[src/rtl/iq_sync_pkg.sv]
// Shared definitions for the IQ frame-sync controller: lock states,
// the default frame length and the wrap-around slot distance helper.
package iq_sync_pkg;

  localparam int FRAME_LEN_DEF = 80;

  typedef enum logic [1:0] {
    ST_SEARCH  = 2'd0,
    ST_CONFIRM = 2'd1,
    ST_LOCKED  = 2'd2
  } sync_state_t;

  // Circular distance between two slot indices in a frame of 'len' slots.
  // An index outside the frame has no meaningful wrap position, so the
  // distance is pinned to the largest in-frame value and can never match.
  function automatic logic [6:0] circ_dist(input logic [6:0] a,
                                           input logic [6:0] b,
                                           input logic [6:0] len);
    logic [6:0] d;
    logic [6:0] w;
    d = (a >= b) ? (a - b) : (b - a);
    w = len - d;
    if ((a >= len) || (b >= len))
      circ_dist = len - 7'd1;
    else if (d < w)
      circ_dist = d;
    else
      circ_dist = w;
  endfunction

endpackage

[src/rtl/iq_mag_peak.sv]
// Magnitude and running-peak tracker: |DI|+|DQ| per sample event, then the
// strongest slot seen so far in the current frame. A clear input restarts
// the search once the frame has been evaluated.
module iq_mag_peak
  import iq_sync_pkg::*;
#(
  parameter int DATA_WIDTH = 16,
  parameter int FRAME_LEN  = FRAME_LEN_DEF
) (
  input  logic                  i_clk,
  input  logic                  i_rst,
  input  logic                  i_event,
  input  logic [6:0]            i_bits_count,
  input  logic [DATA_WIDTH-1:0] i_di_out,
  input  logic [DATA_WIDTH-1:0] i_dq_out,
  input  logic                  i_clear,
  output logic [DATA_WIDTH:0]   o_run_peak,
  output logic [6:0]            o_run_idx,
  output logic                  o_last
);

  localparam logic [6:0]          LAST_SLOT = 7'(FRAME_LEN - 1);
  localparam logic [DATA_WIDTH:0] ONE       = (DATA_WIDTH + 1)'(1);

  logic [DATA_WIDTH:0] w_di_ext;
  logic [DATA_WIDTH:0] w_dq_ext;
  logic [DATA_WIDTH:0] w_abs_di;
  logic [DATA_WIDTH:0] w_abs_dq;
  logic [DATA_WIDTH:0] w_mag;

  logic                r_v1;
  logic                r_last1;
  logic [6:0]          r_idx1;
  logic [DATA_WIDTH:0] r_mag;
  logic [DATA_WIDTH:0] r_run_peak;
  logic [6:0]          r_run_idx;
  logic                r_last2;

  // One extra bit lets |-2^(N-1)| and the sum of two such values fit exactly.
  always_comb begin
    w_di_ext = {i_di_out[DATA_WIDTH-1], i_di_out};
    w_dq_ext = {i_dq_out[DATA_WIDTH-1], i_dq_out};
    w_abs_di = w_di_ext[DATA_WIDTH] ? ((~w_di_ext) + ONE) : w_di_ext;
    w_abs_dq = w_dq_ext[DATA_WIDTH] ? ((~w_dq_ext) + ONE) : w_dq_ext;
    w_mag    = w_abs_di + w_abs_dq;
  end

  // Stage 1: capture magnitude, slot index and end-of-frame flag per event.
  always_ff @(posedge i_clk) begin
    if (i_rst) begin
      r_v1    <= 1'b0;
      r_last1 <= 1'b0;
      r_idx1  <= '0;
      r_mag   <= '0;
    end else begin
      r_v1 <= i_event;
      if (i_event) begin
        r_mag   <= w_mag;
        r_idx1  <= i_bits_count;
        r_last1 <= (i_bits_count == LAST_SLOT);
      end
    end
  end

  // Stage 2: strict compare keeps the earliest slot when magnitudes tie.
  always_ff @(posedge i_clk) begin
    if (i_rst) begin
      r_run_peak <= '0;
      r_run_idx  <= '0;
      r_last2    <= 1'b0;
    end else begin
      r_last2 <= r_v1 & r_last1;
      if (i_clear) begin
        r_run_peak <= '0;
        r_run_idx  <= '0;
      end else if (r_v1 && (r_mag > r_run_peak)) begin
        r_run_peak <= r_mag;
        r_run_idx  <= r_idx1;
      end
    end
  end

  assign o_run_peak = r_run_peak;
  assign o_run_idx  = r_run_idx;
  assign o_last     = r_last2;

endmodule

[src/rtl/iq_frame_sync_ctrl.sv]
// Frame-sync lock controller: evaluates each completed frame's peak slot
// and walks SEARCH -> CONFIRM -> LOCKED, dropping lock after repeated misses.
module iq_frame_sync_ctrl
  import iq_sync_pkg::*;
#(
  parameter int DATA_WIDTH = 16,
  parameter int FRAME_LEN  = FRAME_LEN_DEF,
  parameter int LOCK_COUNT = 4,
  parameter int MISS_LIMIT = 3,
  parameter int PHASE_TOL  = 1
) (
  input  logic                  i_clk,
  input  logic                  i_rst,
  input  logic                  i_ce,
  input  logic                  i_max_val_sync,
  input  logic [6:0]            i_bits_count,
  input  logic [DATA_WIDTH-1:0] i_di_out,
  input  logic [DATA_WIDTH-1:0] i_dq_out,
  input  logic [DATA_WIDTH:0]   i_threshold,
  output logic                  o_locked,
  output logic [1:0]            o_sync_state,
  output logic [6:0]            o_frame_phase,
  output logic [DATA_WIDTH:0]   o_peak_mag,
  output logic                  o_frame_done
);

  localparam logic [6:0] FRAME_LEN_W = 7'(FRAME_LEN);
  localparam logic [6:0] TOL_W       = 7'(PHASE_TOL);
  localparam logic [3:0] LOCK_CNT    = 4'(LOCK_COUNT);
  localparam logic [3:0] MISS_LIM    = 4'(MISS_LIMIT);

  logic                w_event;
  logic [DATA_WIDTH:0] w_run_peak;
  logic [6:0]          w_run_idx;
  logic                w_eval;
  logic                w_valid;
  logic [6:0]          w_dist;
  logic                w_match;

  sync_state_t         r_state;
  sync_state_t         w_state_nxt;
  logic [3:0]          r_conf;
  logic [3:0]          w_conf_nxt;
  logic [3:0]          r_miss;
  logic [3:0]          w_miss_nxt;
  logic [6:0]          r_ref;
  logic [6:0]          w_ref_nxt;

  logic                r_locked;
  logic [1:0]          r_sync_state;
  logic [DATA_WIDTH:0] r_peak_mag;
  logic                r_frame_done;

  assign w_event = i_ce & i_max_val_sync;

  iq_mag_peak #(
    .DATA_WIDTH (DATA_WIDTH),
    .FRAME_LEN  (FRAME_LEN)
  ) u_mag_peak (
    .i_clk        (i_clk),
    .i_rst        (i_rst),
    .i_event      (w_event),
    .i_bits_count (i_bits_count),
    .i_di_out     (i_di_out),
    .i_dq_out     (i_dq_out),
    .i_clear      (w_eval),
    .o_run_peak   (w_run_peak),
    .o_run_idx    (w_run_idx),
    .o_last       (w_eval)
  );

  // Per-frame verdict and lock state progression, active only on evaluation.
  always_comb begin
    w_state_nxt = r_state;
    w_conf_nxt  = r_conf;
    w_miss_nxt  = r_miss;
    w_ref_nxt   = r_ref;
    w_valid     = (w_run_peak >= i_threshold);
    w_dist      = circ_dist(w_run_idx, r_ref, FRAME_LEN_W);
    w_match     = w_valid && (w_dist <= TOL_W);
    if (w_eval) begin
      case (r_state)
        ST_SEARCH: begin
          if (w_valid) begin
            w_ref_nxt   = w_run_idx;
            w_conf_nxt  = 4'd1;
            w_state_nxt = ST_CONFIRM;
          end
        end
        ST_CONFIRM: begin
          if (w_match) begin
            w_ref_nxt  = w_run_idx;
            w_conf_nxt = r_conf + 4'd1;
            if ((r_conf + 4'd1) == LOCK_CNT) begin
              w_state_nxt = ST_LOCKED;
              w_miss_nxt  = 4'd0;
            end
          end else if (w_valid) begin
            w_ref_nxt  = w_run_idx;
            w_conf_nxt = 4'd1;
          end else begin
            w_conf_nxt  = 4'd0;
            w_state_nxt = ST_SEARCH;
          end
        end
        ST_LOCKED: begin
          if (w_match) begin
            w_ref_nxt  = w_run_idx;
            w_miss_nxt = 4'd0;
          end else if ((r_miss + 4'd1) == MISS_LIM) begin
            w_state_nxt = ST_SEARCH;
            w_conf_nxt  = 4'd0;
            w_miss_nxt  = 4'd0;
          end else begin
            w_miss_nxt = r_miss + 4'd1;
          end
        end
        default: begin
          w_state_nxt = ST_SEARCH;
          w_conf_nxt  = 4'd0;
          w_miss_nxt  = 4'd0;
        end
      endcase
    end
  end

  // Lock state, confidence/miss counters and reference phase.
  always_ff @(posedge i_clk) begin
    if (i_rst) begin
      r_state <= ST_SEARCH;
      r_conf  <= 4'd0;
      r_miss  <= 4'd0;
      r_ref   <= 7'd0;
    end else begin
      r_state <= w_state_nxt;
      r_conf  <= w_conf_nxt;
      r_miss  <= w_miss_nxt;
      r_ref   <= w_ref_nxt;
    end
  end

  // Registered status: lock flags trail the state change by one cycle.
  always_ff @(posedge i_clk) begin
    if (i_rst) begin
      r_locked     <= 1'b0;
      r_sync_state <= 2'd0;
      r_peak_mag   <= '0;
      r_frame_done <= 1'b0;
    end else begin
      r_locked     <= (r_state == ST_LOCKED);
      r_sync_state <= r_state;
      r_frame_done <= w_eval;
      if (w_eval)
        r_peak_mag <= w_run_peak;
    end
  end

  assign o_locked      = r_locked;
  assign o_sync_state  = r_sync_state;
  assign o_frame_phase = r_ref;
  assign o_peak_mag    = r_peak_mag;
  assign o_frame_done  = r_frame_done;

endmodule
[config.mk]
export PLATFORM = sky130hd
export DESIGN_NAME = iq_frame_sync_ctrl
export DESIGN_NICKNAME = d
export VERILOG_FILES = /design/src/rtl/iq_sync_pkg.sv /design/src/rtl/iq_mag_peak.sv /design/src/rtl/iq_frame_sync_ctrl.sv
export SDC_FILE = /design/constraint.sdc
export NUM_CORES = 1
export LEC_CHECK = 0
export CAP_MARGIN = 20
export CORE_MARGIN = 4
export CORE_UTILIZATION = 55
export CTS_CLUSTER_DIAMETER = 80
export DETAILED_ROUTE_END_ITERATION = 10
export PLACE_DENSITY_LB_ADDON = 0.15
export SLEW_MARGIN = 30
export SYNTH_ARGS = -nofsm -noshare
export SYNTH_HDL_FRONTEND = slang
export SYNTH_SLANG_ARGS = --single-unit
[constraint.sdc]
create_clock -name i_clk -period 5.2 [get_ports i_clk]
set_clock_uncertainty 0.15 [all_clocks]
set_input_delay 1.04 -clock i_clk [delete_from_list [all_inputs] [get_ports i_clk]]
set_output_delay 1.04 -clock i_clk [all_outputs]
set_load 0.01 [all_outputs]
### M1 wires

Drawn at 3 px/um. Cells faint in the background.
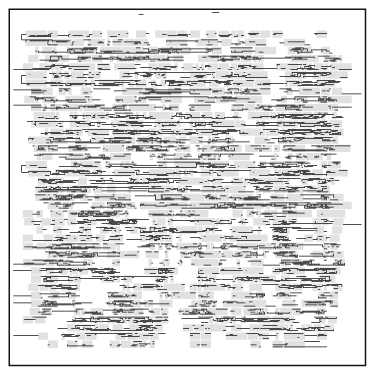
- main direction: horizontal
- longest straight run: 31.7 um
- nets with wire on the layer: 955
- share of all routed wire: 42%

### Signal wires on met2

Drawn at 4 px/um.
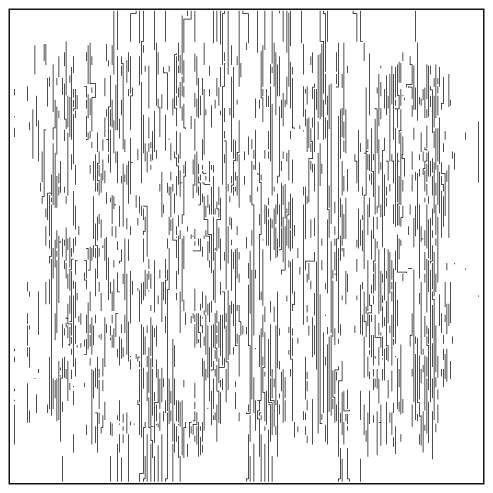
- share of all routed wire: 53%
- nets with wire on the layer: 886
- wire length on this layer: 8090 um

==> run summary <==
fresh numbers from the pnr run: status finished clean, Max Slew Vio Count 0, prevailing logic family in the synthesized netlist simple AND/OR/NAND/NOR gates, Leak 3.156 nW, Clk. pwr 0.653 mW, Final Critical Period 4.775 ns, xor+xnor area frac 6.667%, clock share of power 36.1%, setup violation total in the final timing report 0, IO Pins 88, Core Util, Final 68.12%, clkbuf count 12, Clock buffers and inverters, area share 3.764%, diode count 0, Seq area share 22.44%, met3 WL 463 um, Worst Slack Setup Final 0.4253 ns, postcts setup bufs 0, Design Area, Final 0.007944 sq mm, Hold Crit Endpoint u_mag_peak.r_idx1[1]$_SDFFE_PP0P_, initial antenna violation count 0, Flops 89, cycle use final 91.82%, VDD IR max 0.1758 mV, crit-path leading delay family AND-OR/OR-AND gates, most frequent cells in the layout nand2_1, dfxtp_1, clkdlybuf4s50_1, mux frac, synth 7.303%, Comb/total area 56.72%, ordered list of cells on the worst path inv_1 > ha_1 > nand2b_1 > a211oi_1 > o31a_1 > mux2i_1 > ha_1 > nor2b_1 > nand4_1 > a21oi_1 > and3b_4 > o21a_1 > o2111ai_4 > o22ai_1 > a21oi_2 > o211ai_2 > mux2_4, Yosys chip area 0.006681 sq mm, via/cell ratio 5.660, Reg area 0.001783 sq mm, reg2reg end r_state[0]$_SDFFE_PP0P_, adder and majority cell fraction of the synthesized area 15.32%, Critical Path Stages 17, CTS tree yes, gr ovfl total 0, Cell area leaders dfxtp_1, ha_1, nand2_1, mux2i_1, xnor2_1, clk sinks 89, Commonest cells post-synth nand2_1, dfxtp_1, ha_1, row cnt 39, vias in the first global route 5838, Cells after DPL 1022, Log Warnings 39, Internal 1.295 mW, type of origin of the critical path register, DR WL/cell 14.63 um, CP max stage cell o31a_1, Floorplan Nets 955, Worst-Skew Late Latency 0.34 ns, worst reg2reg path startpoint o_frame_phase[0]$_SDFFE_PP0P_, Avg Synthesized Cell Area 8.198 sq um, worst hold path startpoint u_mag_peak.r_idx1[1]$_SDFFE_PP0P_, YS warnings 0, Well Taps 143, combinational power 0.436 mW, Net Sw Power 0.5123 mW, slowest cell delay on critical path 0.55 ns, RSZ-0062 raised after global routing false, total CTS buffers 9, P_seq 0.719 mW, relative slew slack 44.58%, hold depth 2, port bufs 87, Data buffer area share 11.47%, Fillers 986, uppermost layer routed met4, Buffers, non-clock 93, main flop type dfxtp_1, Pwr Total 1.808 mW, initial detailed-routing violation count 361, drt pass-1 iters 5, core box area 0.01166 sq mm, met3 GRT Util 4.680%, clock slew seen by the registers of the worst setup and hold paths 0.06 ns, Post-synth EDFFs 0, CTS max path bufs 2, clk root buf clkbuf_16
Power and IR drop assume default switching activity.
